--- src/rtl/bus_master_port.sv ---
// Per-master bus front end: turns one local command into a single bus tenure
// (request, grant, beat-by-beat burst, release) and returns one response per beat.
module bus_master_port #(
    parameter int ADDR_W      = 32,
    parameter int DATA_W      = 32,
    parameter int LEN_W       = 4,
    parameter int TIMEOUT_CYC = 64
) (
    input  logic              bus_clk,
    input  logic              bus_rstn,
    input  logic              cmd_valid,
    output logic              cmd_ready,
    input  logic              cmd_write,
    input  logic [ADDR_W-1:0] cmd_addr,
    input  logic [LEN_W-1:0]  cmd_len,
    input  logic              wd_valid,
    output logic              wd_ready,
    input  logic [DATA_W-1:0] wd_data,
    output logic              rsp_valid,
    output logic [DATA_W-1:0] rsp_rdata,
    output logic              rsp_last,
    output logic              rsp_err,
    output logic              m_reqn,
    input  logic              m_grntn,
    output logic              m_valn,
    output logic              m_wrn,
    output logic [ADDR_W-1:0] m_addr,
    output logic [DATA_W-1:0] m_wdata,
    input  logic              bus_readyn,
    input  logic [DATA_W-1:0] bus_rdata
);

    localparam int                TMO_W    = $clog2(TIMEOUT_CYC + 1);
    localparam logic [ADDR_W-1:0] ADDR_INC = ADDR_W'(DATA_W / 8);

    typedef enum logic [1:0] {IDLE, REQ, XFER} state_t;

    state_t             state_q, state_nxt;
    logic               wr_q, wr_nxt;
    logic [LEN_W-1:0]   len_q, len_nxt;
    logic [LEN_W-1:0]   beat_q, beat_nxt;
    logic [LEN_W:0]     wd_cnt_q, wd_cnt_nxt;
    logic [TMO_W-1:0]   tmo_q, tmo_nxt;
    logic               wbuf_full_q, wbuf_full_nxt;

    logic               cmd_ready_nxt, m_reqn_nxt, m_valn_nxt, m_wrn_nxt;
    logic [ADDR_W-1:0]  m_addr_nxt;
    logic [DATA_W-1:0]  m_wdata_nxt, rsp_rdata_nxt;
    logic               rsp_valid_nxt, rsp_last_nxt, rsp_err_nxt;

    logic               beat_done, last_done, tmo_hit, abort, wd_fire;

    // Completion wins over grant loss when both are seen on the same edge.
    assign beat_done = (state_q == XFER) && !m_valn && !bus_readyn;
    assign last_done = beat_done && (beat_q == len_q);
    assign tmo_hit   = !m_valn && (tmo_q == TMO_W'(TIMEOUT_CYC - 1));
    assign abort     = (state_q == XFER) && !beat_done && (m_grntn || tmo_hit);

    assign wd_ready  = ((state_q == REQ) || (state_q == XFER)) && wr_q &&
                       (wd_cnt_q <= {1'b0, len_q}) &&
                       (!wbuf_full_q || beat_done) && !abort;
    assign wd_fire   = wd_valid && wd_ready;

    always_comb begin
        state_nxt     = state_q;
        wr_nxt        = wr_q;
        len_nxt       = len_q;
        beat_nxt      = beat_q;
        wd_cnt_nxt    = wd_cnt_q;
        tmo_nxt       = tmo_q;
        wbuf_full_nxt = wbuf_full_q;
        m_reqn_nxt    = m_reqn;
        m_valn_nxt    = m_valn;
        m_wrn_nxt     = m_wrn;
        m_addr_nxt    = m_addr;
        m_wdata_nxt   = m_wdata;
        rsp_valid_nxt = 1'b0;
        rsp_last_nxt  = 1'b0;
        rsp_err_nxt   = 1'b0;
        rsp_rdata_nxt = rsp_rdata;

        if (wd_fire) begin
            m_wdata_nxt = wd_data;
            wd_cnt_nxt  = wd_cnt_q + (LEN_W + 1)'(1);
        end

        case (state_q)
            IDLE: begin
                if (cmd_valid && cmd_ready) begin
                    wr_nxt        = cmd_write;
                    len_nxt       = cmd_len;
                    beat_nxt      = '0;
                    wd_cnt_nxt    = '0;
                    tmo_nxt       = '0;
                    wbuf_full_nxt = 1'b0;
                    m_addr_nxt    = cmd_addr;
                    m_wrn_nxt     = !cmd_write;
                    m_reqn_nxt    = 1'b0;
                    state_nxt     = REQ;
                end
            end
            REQ: begin
                wbuf_full_nxt = wbuf_full_q || wd_fire;
                if (!m_grntn) begin
                    m_valn_nxt = wr_q && !wbuf_full_nxt;
                    state_nxt  = XFER;
                end
            end
            XFER: begin
                wbuf_full_nxt = wd_fire || (wbuf_full_q && !beat_done);
                if (beat_done) begin
                    rsp_valid_nxt = 1'b1;
                    rsp_rdata_nxt = wr_q ? '0 : bus_rdata;
                    beat_nxt      = beat_q + LEN_W'(1);
                    m_addr_nxt    = m_addr + ADDR_INC;
                    tmo_nxt       = '0;
                    if (last_done) begin
                        rsp_last_nxt  = 1'b1;
                        m_valn_nxt    = 1'b1;
                        m_reqn_nxt    = 1'b1;
                        wbuf_full_nxt = 1'b0;
                        state_nxt     = IDLE;
                    end else begin
                        m_valn_nxt = wr_q && !wbuf_full_nxt;
                    end
                end else if (abort) begin
                    // Timeout or lost grant: drop the rest of the burst and any held data.
                    rsp_valid_nxt = 1'b1;
                    rsp_last_nxt  = 1'b1;
                    rsp_err_nxt   = 1'b1;
                    rsp_rdata_nxt = '0;
                    m_valn_nxt    = 1'b1;
                    m_reqn_nxt    = 1'b1;
                    wbuf_full_nxt = 1'b0;
                    state_nxt     = IDLE;
                end else begin
                    if (!m_valn) tmo_nxt = tmo_q + TMO_W'(1);
                    m_valn_nxt = wr_q && !wbuf_full_nxt;
                end
            end
            default: state_nxt = IDLE;
        endcase

        cmd_ready_nxt = (state_nxt == IDLE);
    end

    always_ff @(posedge bus_clk or negedge bus_rstn) begin
        if (!bus_rstn) begin
            state_q     <= IDLE;
            wr_q        <= 1'b0;
            len_q       <= '0;
            beat_q      <= '0;
            wd_cnt_q    <= '0;
            tmo_q       <= '0;
            wbuf_full_q <= 1'b0;
            cmd_ready   <= 1'b0;
            m_reqn      <= 1'b1;
            m_valn      <= 1'b1;
            m_wrn       <= 1'b1;
            m_addr      <= '0;
            m_wdata     <= '0;
            rsp_valid   <= 1'b0;
            rsp_last    <= 1'b0;
            rsp_err     <= 1'b0;
            rsp_rdata   <= '0;
        end else begin
            state_q     <= state_nxt;
            wr_q        <= wr_nxt;
            len_q       <= len_nxt;
            beat_q      <= beat_nxt;
            wd_cnt_q    <= wd_cnt_nxt;
            tmo_q       <= tmo_nxt;
            wbuf_full_q <= wbuf_full_nxt;
            cmd_ready   <= cmd_ready_nxt;
            m_reqn      <= m_reqn_nxt;
            m_valn      <= m_valn_nxt;
            m_wrn       <= m_wrn_nxt;
            m_addr      <= m_addr_nxt;
            m_wdata     <= m_wdata_nxt;
            rsp_valid   <= rsp_valid_nxt;
            rsp_last    <= rsp_last_nxt;
            rsp_err     <= rsp_err_nxt;
            rsp_rdata   <= rsp_rdata_nxt;
        end
    end

endmodule

--- config.mk ---
export PLATFORM = sky130hd
export DESIGN_NAME = bus_master_port
export DESIGN_NICKNAME = d
export VERILOG_FILES = /design/src/rtl/bus_master_port.sv
export SDC_FILE = /design/constraint.sdc
export NUM_CORES = 1
export LEC_CHECK = 0
export CORE_MARGIN = 2
export CORE_UTILIZATION = 26
export CTS_BUF_LIST = sky130_fd_sc_hd__clkbuf_16
export DETAILED_ROUTE_END_ITERATION = 8
export GPL_ROUTABILITY_DRIVEN = 0
export HOLD_SLACK_MARGIN = 0.03
export SYNTH_ARGS = -nofsm -noshare
export SYNTH_HDL_FRONTEND = slang
export SYNTH_SLANG_ARGS = --single-unit
--- constraint.sdc ---
create_clock -name bus_clk -period 5 [get_ports bus_clk]
set_clock_uncertainty 0.1 [all_clocks]
set_input_delay 0.5 -clock bus_clk [delete_from_list [all_inputs] [get_ports bus_clk]]
set_output_delay 0.5 -clock bus_clk [all_outputs]
set_load 0.05 [all_outputs]
Fig. 1: run 1, supply network
The bar under the picture is 50 um long. Pins as bars on the die edge.
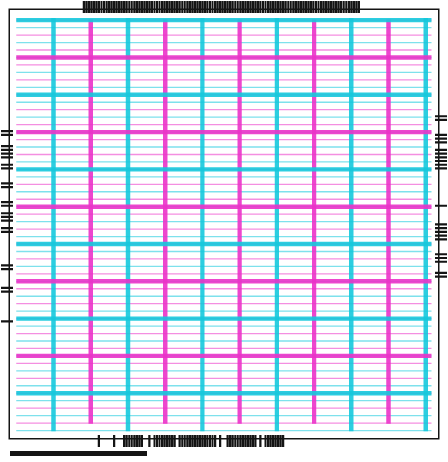
legend:
  VDD:
    color: magenta
  VSS:
    color: cyan
signal pins: 211
met4 straps: 11
rows: 55
met1 rails: 56
Core Region: 22600 um^2
y dimension of the die: 156 um
maximum vdd ir drop: 0.248 mV
Die Span X: 156 um

Fig. 2: run 1, cell classes on the final placement
The bar under the picture is 50 um long.
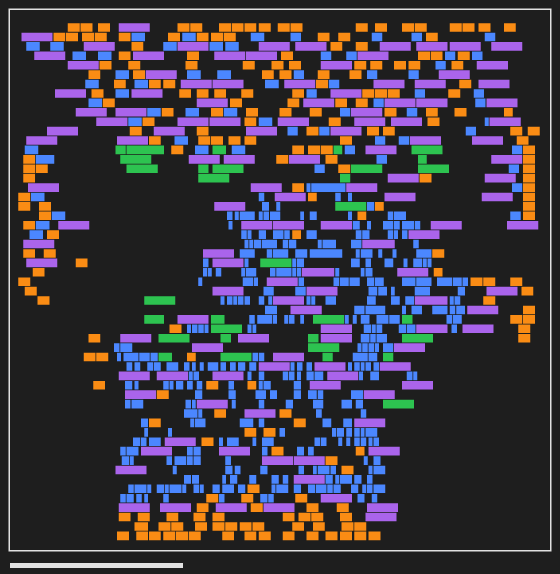
legend:
  combinational and other logic:
    color: blue
    cells: 401
  clock drivers and dummy loads:
    color: green
    cells: 32
  sequential cells:
    color: purple
    cells: 127
  remaining buffers and delay cells:
    color: orange
    cells: 218
cell row count: 55
sequential fraction of total cell area: 35.3%
final core occ: 39.8%
post-route cell area: 9010 um^2

Fig. 3: run 1, clock distribution
The bar under the picture is 50 um long.
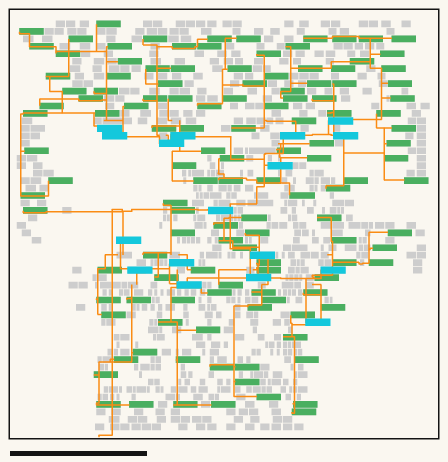
legend:
  flip-flops:
    color: green
    count: 127
  clock drivers:
    color: cyan
    count: 17
  clock wires:
    color: orange
    length: 1930 um
flops lie: all over the die
Clk pwr share: 20.2%
reported clock group power: 0.00125 W

==> report_table.html, run 1 <==
<h2>Synthesis and place &amp; route</h2>
<table>
<tr><th>Metric</th><th>Value</th></tr>
<tr><th colspan="2">Cells and area</th></tr>
<tr><td>Largest registers in the final layout</td><td>m_addr x32, m_wdata x32, rsp_rdata x32</td></tr>
<tr><td>Fraction of area in multi-input gates</td><td>29.4%</td></tr>
<tr><td>Register area</td><td>3180 um^2</td></tr>
<tr><td>Non-Clock Buffer Count</td><td>218</td></tr>
<tr><td>Multi-input logic area</td><td>2650 um^2</td></tr>
<tr><td>Final instance count without filler cells</td><td>1063</td></tr>
<tr><td>Inserted Diodes</td><td>0</td></tr>
<tr><th colspan="2">Critical path</th></tr>
<tr><td>Category of the worst setup path capture point</td><td>primary output</td></tr>
<tr><td>Largest stage delay, worst path</td><td>0.44 ns</td></tr>
<tr><td>Worst path arrival time</td><td>2.99 ns</td></tr>
<tr><td>Critical Path, Cell by Cell</td><td>inv_1, ha_1, buf_4, inv_1, nor2_1, o21ai_0, a2111oi_0, buf_4</td></tr>
<tr><td>Maximum fanout encountered on the critical timing path</td><td>42</td></tr>
<tr><td>Setup Crit Path Kind</td><td>reg -&gt; out</td></tr>
<tr><td>Type of element launching the critical path</td><td>flop</td></tr>
<tr><td>Largest delay contributor family on the critical path</td><td>buffers and inverters</td></tr>
<tr><th colspan="2">Synthesis</th></tr>
<tr><td>Dominant register cell</td><td>sky130_fd_sc_hd__dfrtp_1</td></tr>
<tr><td>Most frequent cell after synthesis</td><td>sky130_fd_sc_hd__dfrtp_1</td></tr>
<tr><td>Number of warnings printed during yosys synthesis</td><td>0</td></tr>
<tr><td>Post-Syn Area</td><td>6010 um^2</td></tr>
<tr><td>Synthesized-area fraction occupied by xor and xnor cells</td><td>0.729%</td></tr>
<tr><td>Count of library flops with an enable pin</td><td>0</td></tr>
<tr><td>Dominant cell area share</td><td>51.6%</td></tr>
<tr><td>Cells after synthesis</td><td>556</td></tr>
<tr><td>Register bit total from synthesis</td><td>127</td></tr>
<tr><td>Cell accounting for the most synthesized area</td><td>sky130_fd_sc_hd__dfrtp_1</td></tr>
<tr><th colspan="2">Global route</th></tr>
<tr><td>Global-route total usage across every layer</td><td>15.1%</td></tr>
<tr><th colspan="2">Pwr</th></tr>
<tr><td>Net switching power</td><td>0.00290 W</td></tr>
<tr><td>Power density relative to cell area</td><td>683 nW/um^2</td></tr>
<tr><td>Power group with the highest consumption</td><td>combinational cells</td></tr>
<tr><td>Cell internal pwr</td><td>0.00326 W</td></tr>
<tr><td>Switching power share of the total</td><td>47.1%</td></tr>
<tr><th colspan="2">Status</th></tr>
<tr><td>Status</td><td>finished clean</td></tr>
<tr><th colspan="2">Clock tree</th></tr>
<tr><td>Post-CTS Resized</td><td>0</td></tr>
<tr><td>Number of buffers inserted by post-CTS setup repair</td><td>0</td></tr>
<tr><td>Cell at the root of the clock tree</td><td>sky130_fd_sc_hd__clkbuf_16</td></tr>
<tr><td>Clock sink count</td><td>127</td></tr>
<tr><td>Quantity of hold-fixing buffers added after cts</td><td>0</td></tr>
<tr><td>CTS tree</td><td>yes</td></tr>
<tr><td>Clock insertion delay at the later pin of the skew report</td><td>0.41 ns</td></tr>
<tr><th colspan="2">Floorplan</th></tr>
<tr><td>Ports</td><td>211</td></tr>
<tr><td>Die Footprint</td><td>24300 um^2</td></tr>
<tr><th colspan="2">Job</th></tr>
<tr><td>Tool warnings</td><td>30</td></tr>
<tr><td>Reported max-cap violation count</td><td>0</td></tr>
<tr><th colspan="2">Route</th></tr>
<tr><td>Max Used Layer</td><td>met4</td></tr>
<tr><td>DRT Pass-1 Iters</td><td>4</td></tr>
<tr><td>Number of DRC violations after detailed-routing iteration 0</td><td>337</td></tr>
<tr><td>Via count</td><td>5195</td></tr>
<tr><th colspan="2">Final timing</th></tr>
<tr><td>Max-slew violation count</td><td>0</td></tr>
<tr><td>Final period utilization</td><td>71.8%</td></tr>
<tr><th colspan="2">Placement</th></tr>
<tr><td>Total half-perimeter wirelength after legalization and detailed placement</td><td>13000 um</td></tr>
<tr><td>Standard cell area after detailed placement</td><td>8420 um^2</td></tr>
</table>
Fig. 4: run 1, routing congestion
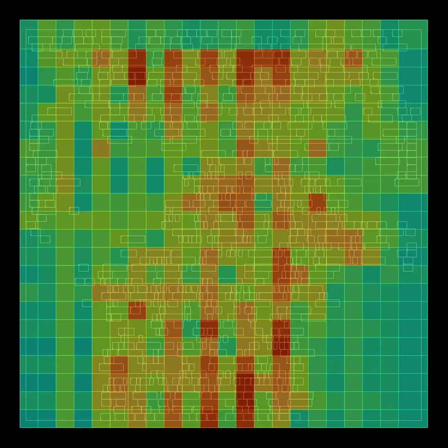

==> inputs of run 2 (changes only) <==
Clock period 5 ns to 3.7 ns, I/O delays scaled along.
Fig. 5: run 2, routing congestion
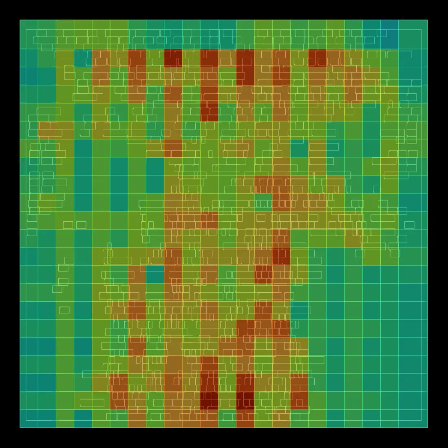
final core occ: 40.1%
grt met1 use: 20.1%
global-route total usage across every layer: 15.3%
GR peak layer: met2

Fig. 6: run 2, cell classes on the final placement
The bar under the picture is 50 um long.
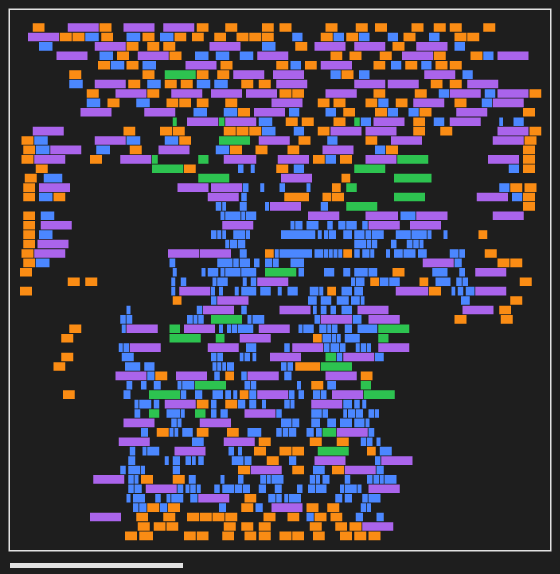
legend:
  remaining buffers and delay cells:
    color: orange
    cells: 226
  clock drivers and dummy loads:
    color: green
    cells: 32
  sequential cells:
    color: purple
    cells: 127
  combinational and other logic:
    color: blue
    cells: 401
post-route cell area: 9070 um^2
sequential fraction of total cell area: 35.1%

==> run 2 against run 1 <==
  * Clock power grew about 30%
  * Register-to-register slack lost 1.1 ns
  * Combinational power grew 38%
  * Highest routed layer unchanged
  * Power grew 36%
  * Sequential power grew 34%
  * Global-route usage grew 0.24 points
  * Critical endpoint unchanged
  * Flip-flop count is the same
  * Final cell count grew 0.75%
  * Utilization grew 0.27 points
  * Synthesized cell count is the same
  * Area after synthesis is the same
  * Largest cell class unchanged
==> report_table.html, run 2 <==
<h2>Synthesis and place &amp; route</h2>
<table>
<tr><th>Metric</th><th>Value</th></tr>
<tr><th colspan="2">Cells and area</th></tr>
<tr><td>Multi-input logic area</td><td>2650 um^2 (about the same)</td></tr>
<tr><td>Clock network share of area</td><td>6.20% (was 6.55%)</td></tr>
<tr><td>Final #Nets</td><td>893 (was 885)</td></tr>
<tr><td>Count of filler cells inserted in the layout</td><td>2165 (was 2177)</td></tr>
<tr><td>Fraction of area in multi-input gates</td><td>29.2% (was 29.4%)</td></tr>
<tr><td>Non-Clock Buffer Count</td><td>226 (was 218)</td></tr>
<tr><td>Largest registers in the final layout</td><td>m_addr x32, m_wdata x32, rsp_rdata x32 (unchanged)</td></tr>
<tr><td>Share of final-layout standard cells stronger than drive strength 1</td><td>12.3% (was 11.7%)</td></tr>
<tr><td>Inserted Diodes</td><td>0 (unchanged)</td></tr>
<tr><td>Final instance count without filler cells</td><td>1071 (was 1063)</td></tr>
<tr><td>P&amp;R area growth vs syn</td><td>51.0% (was 50.0%)</td></tr>
<tr><td>Register area</td><td>3180 um^2 (unchanged)</td></tr>
<tr><th colspan="2">Pwr</th></tr>
<tr><td>Overall power consumption</td><td>0.00835 W (was 0.00616 W)</td></tr>
<tr><td>Switching power share of the total</td><td>47.0% (was 47.1%)</td></tr>
<tr><td>Cell internal pwr</td><td>0.00443 W (was 0.00326 W)</td></tr>
<tr><td>Reported clock group power</td><td>0.00162 W (was 0.00125 W)</td></tr>
<tr><td>Clk pwr share</td><td>19.4% (was 20.2%)</td></tr>
<tr><td>Power consumed by combinational cells</td><td>0.00437 W (was 0.00317 W)</td></tr>
<tr><td>Net switching power</td><td>0.00392 W (was 0.00290 W)</td></tr>
<tr><td>Maximum vdd ir drop</td><td>0.421 mV (was 0.248 mV)</td></tr>
<tr><td>Power density relative to cell area</td><td>920 nW/um^2 (was 683 nW/um^2)</td></tr>
<tr><td>Power group with the highest consumption</td><td>combinational cells (unchanged)</td></tr>
<tr><th colspan="2">Critical path</th></tr>
<tr><td>Critical Path, Cell by Cell</td><td>ha_1, and3_1, a41oi_1, buf_4, nor2_1, a2111oi_1, buf_12 (was inv_1, ha_1, buf_4, inv_1, nor2_1, o21ai_0, a2111oi_0, buf_4)</td></tr>
<tr><td>Largest delay contributor family on the critical path</td><td>AND-OR/OR-AND gates (was buffers and inverters)</td></tr>
<tr><td>WP data required</td><td>3.23 ns (was 4.40 ns)</td></tr>
<tr><td>Type of element launching the critical path</td><td>flop (unchanged)</td></tr>
<tr><td>Maximum fanout encountered on the critical timing path</td><td>6 (was 42)</td></tr>
<tr><td>Worst Setup SP</td><td>tmo_q[0] (was state_q[0])</td></tr>
<tr><td>Category of the worst setup path capture point</td><td>primary output (unchanged)</td></tr>
<tr><td>Largest stage delay, worst path</td><td>0.53 ns (was 0.44 ns)</td></tr>
<tr><td>Worst path arrival time</td><td>2.56 ns (was 2.99 ns)</td></tr>
<tr><td>Slowest library cell on the worst path</td><td>sky130_fd_sc_hd__a2111oi_1 (was sky130_fd_sc_hd__a2111oi_0)</td></tr>
<tr><td>Setup Crit Path Kind</td><td>reg -&gt; out (unchanged)</td></tr>
<tr><th colspan="2">Final timing</th></tr>
<tr><td>Max-slew violation count</td><td>0 (unchanged)</td></tr>
<tr><td>Final Hold Vio Count</td><td>0 (unchanged)</td></tr>
<tr><td>Number of setup violations in the final report</td><td>0 (unchanged)</td></tr>
<tr><td>Actual slew at the worst max-slew pin</td><td>0.975 ns (was 0.909 ns)</td></tr>
<tr><td>Final period utilization</td><td>82.0%</td></tr>
<tr><td>Worst slew margin</td><td>35.0% (was 39.2%)</td></tr>
<tr><th colspan="2">Route</th></tr>
<tr><td>DRT Pass-1 Iters</td><td>5 (was 4)</td></tr>
<tr><td>WL per Instance</td><td>17.3 um (was 17.2 um)</td></tr>
<tr><td>Via count</td><td>5274 (was 5195)</td></tr>
<tr><td>Via/cell ratio</td><td>4.92 (was 4.89)</td></tr>
<tr><td>Metal2 WL</td><td>9410 um (was 9390 um)</td></tr>
<tr><td>Number of DRC violations after detailed-routing iteration 0</td><td>350 (was 337)</td></tr>
<tr><td>Max Used Layer</td><td>met4 (unchanged)</td></tr>
<tr><th colspan="2">Synthesis</th></tr>
<tr><td>Post-synth net total</td><td>676 (unchanged)</td></tr>
<tr><td>Tally of unique sky130hd cells used after synthesis</td><td>56 (unchanged)</td></tr>
<tr><td>Cells after synthesis</td><td>556 (unchanged)</td></tr>
<tr><td>Cell accounting for the most synthesized area</td><td>sky130_fd_sc_hd__dfrtp_1 (unchanged)</td></tr>
<tr><td>Post-Syn Area</td><td>6010 um^2 (unchanged)</td></tr>
<tr><td>Dominant register cell</td><td>sky130_fd_sc_hd__dfrtp_1 (unchanged)</td></tr>
<tr><td>Count of library flops with an enable pin</td><td>0 (unchanged)</td></tr>
<tr><td>Area of the synthesized netlist per yosys stat</td><td>6010 um^2 (unchanged)</td></tr>
<tr><td>Register bit total from synthesis</td><td>127 (unchanged)</td></tr>
<tr><td>Synthesized-area fraction occupied by xor and xnor cells</td><td>0.729% (unchanged)</td></tr>
<tr><td>Dominant cell area share</td><td>51.6% (unchanged)</td></tr>
<tr><td>Most frequent cell after synthesis</td><td>sky130_fd_sc_hd__dfrtp_1 (unchanged)</td></tr>
<tr><td>Number of warnings printed during yosys synthesis</td><td>0 (unchanged)</td></tr>
<tr><td>Post-synthesis adder-cell area fraction</td><td>2.71% (unchanged)</td></tr>
<tr><th colspan="2">Job</th></tr>
<tr><td>Reported max-cap violation count</td><td>0 (unchanged)</td></tr>
<tr><td>Tool warnings</td><td>30 (unchanged)</td></tr>
<tr><th colspan="2">Global route</th></tr>
<tr><td>Number of global-route vias before repair</td><td>5212 (was 5066)</td></tr>
<tr><td>Initial antenna violation count</td><td>0 (unchanged)</td></tr>
<tr><td>Grt ovf</td><td>0 (unchanged)</td></tr>
<tr><th colspan="2">Worst hold path</th></tr>
<tr><td>Number of instances on the worst hold path</td><td>2</td></tr>
<tr><th colspan="2">Floorplan</th></tr>
<tr><td>Cell row count</td><td>55 (unchanged)</td></tr>
<tr><td>Core Region</td><td>22600 um^2 (unchanged)</td></tr>
<tr><td>Die Span X</td><td>156 um (unchanged)</td></tr>
<tr><td>Initial Util</td><td>26.5% (unchanged)</td></tr>
<tr><td>Die Footprint</td><td>24300 um^2 (unchanged)</td></tr>
<tr><td>Y dimension of the die</td><td>156 um (unchanged)</td></tr>
<tr><td>Ports</td><td>211 (unchanged)</td></tr>
<tr><th colspan="2">Placement</th></tr>
<tr><td>Standard cell area after detailed placement</td><td>8500 um^2 (was 8420 um^2)</td></tr>
<tr><td>Total half-perimeter wirelength after legalization and detailed placement</td><td>13100 um (was 13000 um)</td></tr>
<tr><td>Pre-CTS setup slack</td><td>0.802 ns (was 1.78 ns)</td></tr>
<tr><td>Cell Count Post-Placement</td><td>1038 (was 1031)</td></tr>
<tr><th colspan="2">Clock tree</th></tr>
<tr><td>CTS tree</td><td>yes (unchanged)</td></tr>
<tr><td>CTS H-tree depth</td><td>4 (unchanged)</td></tr>
<tr><td>Post-CTS Resized</td><td>0 (unchanged)</td></tr>
<tr><td>Number of buffers inserted by post-CTS setup repair</td><td>0 (unchanged)</td></tr>
<tr><td>Clock sink count</td><td>127 (unchanged)</td></tr>
<tr><td>Clock transition at the register clock pins on the worst setup and hold paths after CTS</td><td>0.06 ns (about the same)</td></tr>
<tr><td>Cell at the root of the clock tree</td><td>sky130_fd_sc_hd__clkbuf_16 (unchanged)</td></tr>
<tr><td>Quantity of hold-fixing buffers added after cts</td><td>1 (was 0)</td></tr>
<tr><td>Clock insertion delay at the later pin of the skew report</td><td>0.42 ns (was 0.41 ns)</td></tr>
<tr><th colspan="2">Status</th></tr>
<tr><td>Status</td><td>finished clean (unchanged)</td></tr>
</table>
No activity file was given, so power comes from the tool's default toggle rates.
